<file path="config.mk">
export PLATFORM = sky130hd
export DESIGN_NAME = ex_mem_stage
export DESIGN_NICKNAME = d
export VERILOG_FILES = /design/src/rtl/arm_pipe_pkg.sv /design/src/rtl/cond_check.sv /design/src/rtl/ex_mem_stage.sv
export SDC_FILE = /design/constraint.sdc
export NUM_CORES = 1
export LEC_CHECK = 0
export ABC_AREA = 1
export CAP_MARGIN = 30
export CORE_MARGIN = 2
export CORE_UTILIZATION = 39
export DETAILED_ROUTE_END_ITERATION = 10
export GPL_TIMING_DRIVEN = 1
export PLACE_DENSITY = 0.8
export RECOVER_POWER = 25
export SLEW_MARGIN = 10
export SYNTH_ARGS = -nofsm -noshare
export SYNTH_HDL_FRONTEND = slang
export SYNTH_SLANG_ARGS = --single-unit
</file>
<file path="constraint.sdc">
create_clock -name clk -period 2.7 [get_ports clk]
set_input_delay 0.405 -clock clk [delete_from_list [all_inputs] [get_ports clk]]
set_output_delay 0.405 -clock clk [all_outputs]
set_load 0.01 [all_outputs]
</file>
<file path="src/rtl/arm_pipe_pkg.sv">
// Shared pipeline constants: ARM condition codes, NZCV bit positions and datapath widths.
package arm_pipe_pkg;

    localparam int unsigned DATA_WIDTH = 32;
    localparam int unsigned REG_WIDTH  = 4;

    localparam int unsigned FLAG_N = 3;
    localparam int unsigned FLAG_Z = 2;
    localparam int unsigned FLAG_C = 1;
    localparam int unsigned FLAG_V = 0;

    localparam logic [3:0] COND_EQ = 4'h0;
    localparam logic [3:0] COND_NE = 4'h1;
    localparam logic [3:0] COND_CS = 4'h2;
    localparam logic [3:0] COND_CC = 4'h3;
    localparam logic [3:0] COND_MI = 4'h4;
    localparam logic [3:0] COND_PL = 4'h5;
    localparam logic [3:0] COND_VS = 4'h6;
    localparam logic [3:0] COND_VC = 4'h7;
    localparam logic [3:0] COND_HI = 4'h8;
    localparam logic [3:0] COND_LS = 4'h9;
    localparam logic [3:0] COND_GE = 4'hA;
    localparam logic [3:0] COND_LT = 4'hB;
    localparam logic [3:0] COND_GT = 4'hC;
    localparam logic [3:0] COND_LE = 4'hD;
    localparam logic [3:0] COND_AL = 4'hE;
    localparam logic [3:0] COND_NV = 4'hF;

endpackage

</file>
<file path="src/rtl/cond_check.sv">
// Combinational ARM condition-code evaluator against an NZCV value.
module cond_check
    import arm_pipe_pkg::*;
(
    input  logic [3:0] cond,
    input  logic [3:0] nzcv,
    output logic       pass
);

    logic n, z, c, v;

    assign n = nzcv[FLAG_N];
    assign z = nzcv[FLAG_Z];
    assign c = nzcv[FLAG_C];
    assign v = nzcv[FLAG_V];

    always_comb begin
        pass = 1'b0;
        unique case (cond)
            COND_EQ: pass = z;
            COND_NE: pass = !z;
            COND_CS: pass = c;
            COND_CC: pass = !c;
            COND_MI: pass = n;
            COND_PL: pass = !n;
            COND_VS: pass = v;
            COND_VC: pass = !v;
            COND_HI: pass = c && !z;
            COND_LS: pass = !c || z;
            COND_GE: pass = (n == v);
            COND_LT: pass = (n != v);
            COND_GT: pass = !z && (n == v);
            COND_LE: pass = z || (n != v);
            COND_AL: pass = 1'b1;
            COND_NV: pass = 1'b0;
            default: pass = 1'b0;
        endcase
    end

endmodule

</file>
<file path="src/rtl/ex_mem_stage.sv">
// EX/MEM pipeline register with conditional-execution gating and the architectural NZCV register.
// Optional feature macro: EX_COND_EXEC_EN (defined = condition codes applied, undefined = all pass).
module ex_mem_stage
    import arm_pipe_pkg::*;
(
    input  logic                  clk,
    input  logic                  reset,
    input  logic                  valid_in,
    input  logic                  reg_write_enable_in,
    input  logic                  mem_write_enable_in,
    input  logic                  mem_to_reg_select_in,
    input  logic                  status_bits_in,
    input  logic [3:0]            cond_in,
    input  logic [3:0]            alu_flags_in,
    input  logic [DATA_WIDTH-1:0] alu_result_in,
    input  logic [DATA_WIDTH-1:0] store_data_in,
    input  logic [REG_WIDTH-1:0]  dest_reg_in,
    input  logic                  stall,
    input  logic                  flush,
    output logic                  valid_out,
    output logic                  reg_write_enable_out,
    output logic                  mem_write_enable_out,
    output logic                  mem_to_reg_select_out,
    output logic [DATA_WIDTH-1:0] alu_result_out,
    output logic [DATA_WIDTH-1:0] store_data_out,
    output logic [REG_WIDTH-1:0]  dest_reg_out,
    output logic [3:0]            flags_out,
    output logic                  cond_pass_out
);

    logic                  valid_q, rwe_q, mwe_q, m2r_q, cond_pass_q;
    logic [DATA_WIDTH-1:0] result_q, store_q;
    logic [REG_WIDTH-1:0]  dest_q;
    logic [3:0]            flags_q;

    logic cond_ok;
    logic cond_pass;
    logic exec;
    logic flag_load;

    // Evaluated against the committed flags so a back-to-back setter sees the previous result.
    cond_check u_cond_check (
        .cond (cond_in),
        .nzcv (flags_q),
        .pass (cond_ok)
    );

`ifdef EX_COND_EXEC_EN
    assign cond_pass = cond_ok;
`else
    logic unused_cond_ok;
    assign unused_cond_ok = cond_ok;
    assign cond_pass      = 1'b1;
`endif

    always_comb begin
        exec      = valid_in && cond_pass;
        flag_load = exec && status_bits_in && !stall && !flush;
    end

    always_ff @(posedge clk or posedge reset) begin
        if (reset) begin
            valid_q     <= 1'b0;
            rwe_q       <= 1'b0;
            mwe_q       <= 1'b0;
            m2r_q       <= 1'b0;
            cond_pass_q <= 1'b0;
            result_q    <= '0;
            store_q     <= '0;
            dest_q      <= '0;
        end else if (flush) begin
            // Data and mem_to_reg simply hold; they are meaningless once valid drops.
            valid_q     <= 1'b0;
            rwe_q       <= 1'b0;
            mwe_q       <= 1'b0;
            cond_pass_q <= 1'b0;
        end else if (!stall) begin
            valid_q     <= valid_in;
            rwe_q       <= exec && reg_write_enable_in;
            mwe_q       <= exec && mem_write_enable_in;
            m2r_q       <= mem_to_reg_select_in;
            cond_pass_q <= exec;
            result_q    <= alu_result_in;
            store_q     <= store_data_in;
            dest_q      <= dest_reg_in;
        end
    end

    always_ff @(posedge clk or posedge reset) begin
        if (reset) begin
            flags_q <= 4'b0000;
        end else if (flag_load) begin
            flags_q <= alu_flags_in;
        end
    end

    assign valid_out             = valid_q;
    assign reg_write_enable_out  = rwe_q;
    assign mem_write_enable_out  = mwe_q;
    assign mem_to_reg_select_out = m2r_q;
    assign alu_result_out        = result_q;
    assign store_data_out        = store_q;
    assign dest_reg_out          = dest_q;
    assign flags_out             = flags_q;
    assign cond_pass_out         = cond_pass_q;

endmodule

</file>
==> flow_metrics.py <==
# Metrics from the implementation run
metrics = {
    "yosys": {
        "area_leaders": "dfrtp_1 63%, nand2_1 19%, o21ai_0 11%",
        "xor_share_pct": 0,
        "ys_sh_mux_pct": 0,
        "most_common_cell": "nand2_1",
        "synth-simple-area-share_pct": 20.9,
        "edf_count": 0,
        "synth.largest_area_cell": "dfrtp_1",
        "aoi_share_pct": 11.5,
        "ys_ff": 76,
        "yosysUniqueCellTypes": 12,
        "synthesis.nets": 420,
        "yosys_area_sq_um": 3010,
        "top_logic_kind": "simple AND/OR/NAND/NOR gates",
        "ff_type": "dfrtp_1",
    },
    "final_layout": {
        "clock_area_share_pct": 3.77,
        "comb_area_sq_um": 975,
        "antenna_cells": 0,
        "fin_nets": 570,
        "nClkBuffers": 15,
        "syn2layout_area_growth_pct": 60.0,
        "buf_share_pct": 33.6,
        "final_cell_mix": "155 x nand2_1, 154 x clkdlybuf4s50_1, 76 x dfrtp_1",
        "ff_count": 76,
        "dominant_cells": "registers",
        "nNonClkBuffers": 163,
    },
    "detailed_routing": {
        "drtIter0Drc": 104,
        "postRouteAntennaNets": 0,
        "wl_met3_microns": 620,
        "drtPass1Iterations": 4,
        "post_drt_wl_per_cell_microns": 13.8,
        "dr_wl_met2_microns": 4000,
        "drcViolationCount": 0,
    },
    "setup_path": {
        "required_ns": 2.30,
        "worstSetupEndpointType": "output port",
        "r2r-start": "alu_result_out[19]",
        "worstPathArrival_ns": 1.26,
        "worstPathMaxFanout": 3,
        "cpPeakStageDelay_ns": 0.55,
        "worst-setup-path-type": "flip-flop to output port",
        "start_kind": "flip-flop",
        "cp_num_cells": 1,
        "path_buffers": 1,
        "path_delay_family": "buffers and inverters",
        "rrSetupSlack_ns": 2.02,
    },
    "clocking": {
        "cts_max_level": 3,
        "cts_setup_buffers": 0,
        "cts_buffer_depth": 2,
        "postCtsHoldBufs": 0,
        "cts_resized": 0,
        "cts_num_sinks": 76,
        "cts_tree": "done",
        "clk_latency_ns": 0.33,
        "clock-root-buffer": "clkbuf_8",
        "path_clk_slew_ns": 0.07,
    },
    "grt": {
        "globalRouteMet1Util_pct": 24.0,
        "grt_pass1_vias": 2767,
        "grt_max_degree": 71,
        "antenna_found_initial": 0,
        "grt_usage_pct": 19.3,
        "grt-ovfl-total": 0,
        "met3_usage_pct": 5.18,
        "met2_usage_pct": 32.7,
    },
    "power_and_ir_drop": {
        "power.density_nw_per_um2": 589,
        "netSwitchingFraction_pct": 26.2,
        "seq-power_mw": 1.35,
        "combPwrFrac_pct": 24.6,
        "finalPower_mw": 2.83,
        "pwr.group.combinational_mw": 0.698,
        "p_leak_nw": 2.24,
        "power_frac_clock_pct": 27.8,
    },
    "timing": {
        "hold_viol": 0,
        "slew_violations": 0,
        "rsz0062_at_grt": "false",
        "slew_headroom_pct": 9.77,
        "worstMarginPinSlew_ns": 1.35,
        "fmax_mhz": 601,
        "skew_ns": 0,
    },
    "worst_hold_path": {
        "min_path_cells": 4,
        "hp-start": "stall",
    },
    "status": {
        "status": "finished, final reports clean",
    },
    "floorplanning": {
        "dieWidth_microns": 91.8,
        "ios": 162,
        "die_h_microns": 91.8,
        "dieArea_sq_um": 8430,
        "fp_util_pct": 39.5,
    },
    "place": {
        "dpl_cell_area_sq_um": 4640,
        "port_buffers": 157,
        "post-dp-hpwl_microns": 5700,
    },
    "job": {
        "tool_warnings": 30,
    },
}
Placement by cell class:
The bar under the picture is 20 microns long.
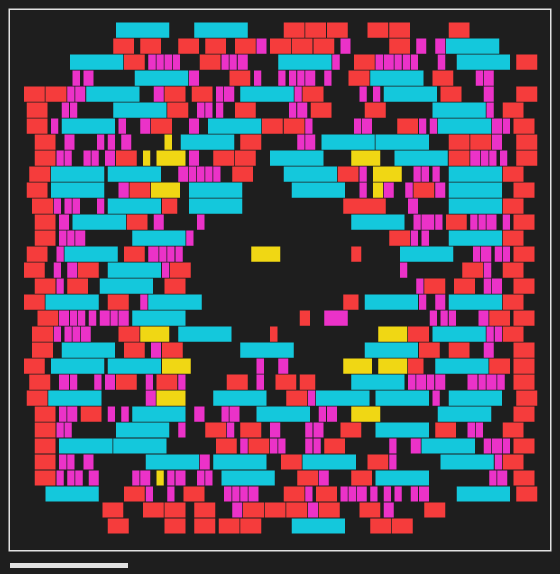
| class | color | cells | share of their area |
|---|---|---|---|
| clock drivers and dummy loads | yellow | 16 | 3.9% |
| sequential cells | cyan | 76 | 41% |
| remaining logic cells | magenta | 235 | 21% |
| remaining buffers and delay cells | red | 163 | 34% |
Seq/total area: 39.5%
area of the core: 7610 sq um
Util after Layout: 63.3%
Design Area, Final: 4810 sq um
Rows: 32

Clock distribution:
The bar under the picture is 20 microns long.
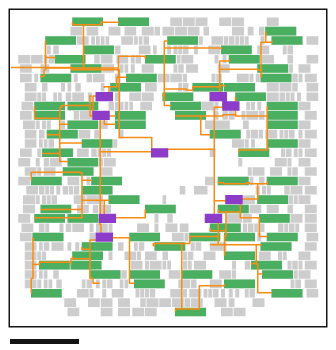
[clock-net drivers] purple | count: 9
[clock wires] orange | length: 869 microns
[flip-flops] green | count: 76
routed clock nets: 10
flops lie: spread over the die

Selected gate families:
The bar under the picture is 20 microns long.
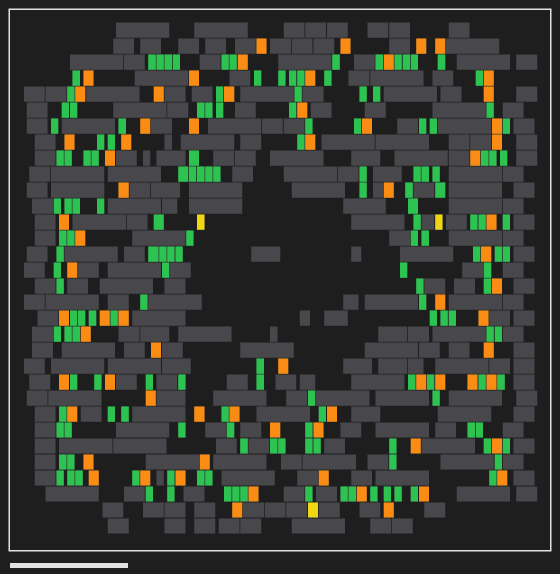
| family | color | cells |
|---|---|---|
| aoi and oai cells | orange | 69 |
| nand cells | green | 161 |
| inv cells | yellow | 3 |
Comb/total area: 20.2%
Post-Layout Cell Count: 592

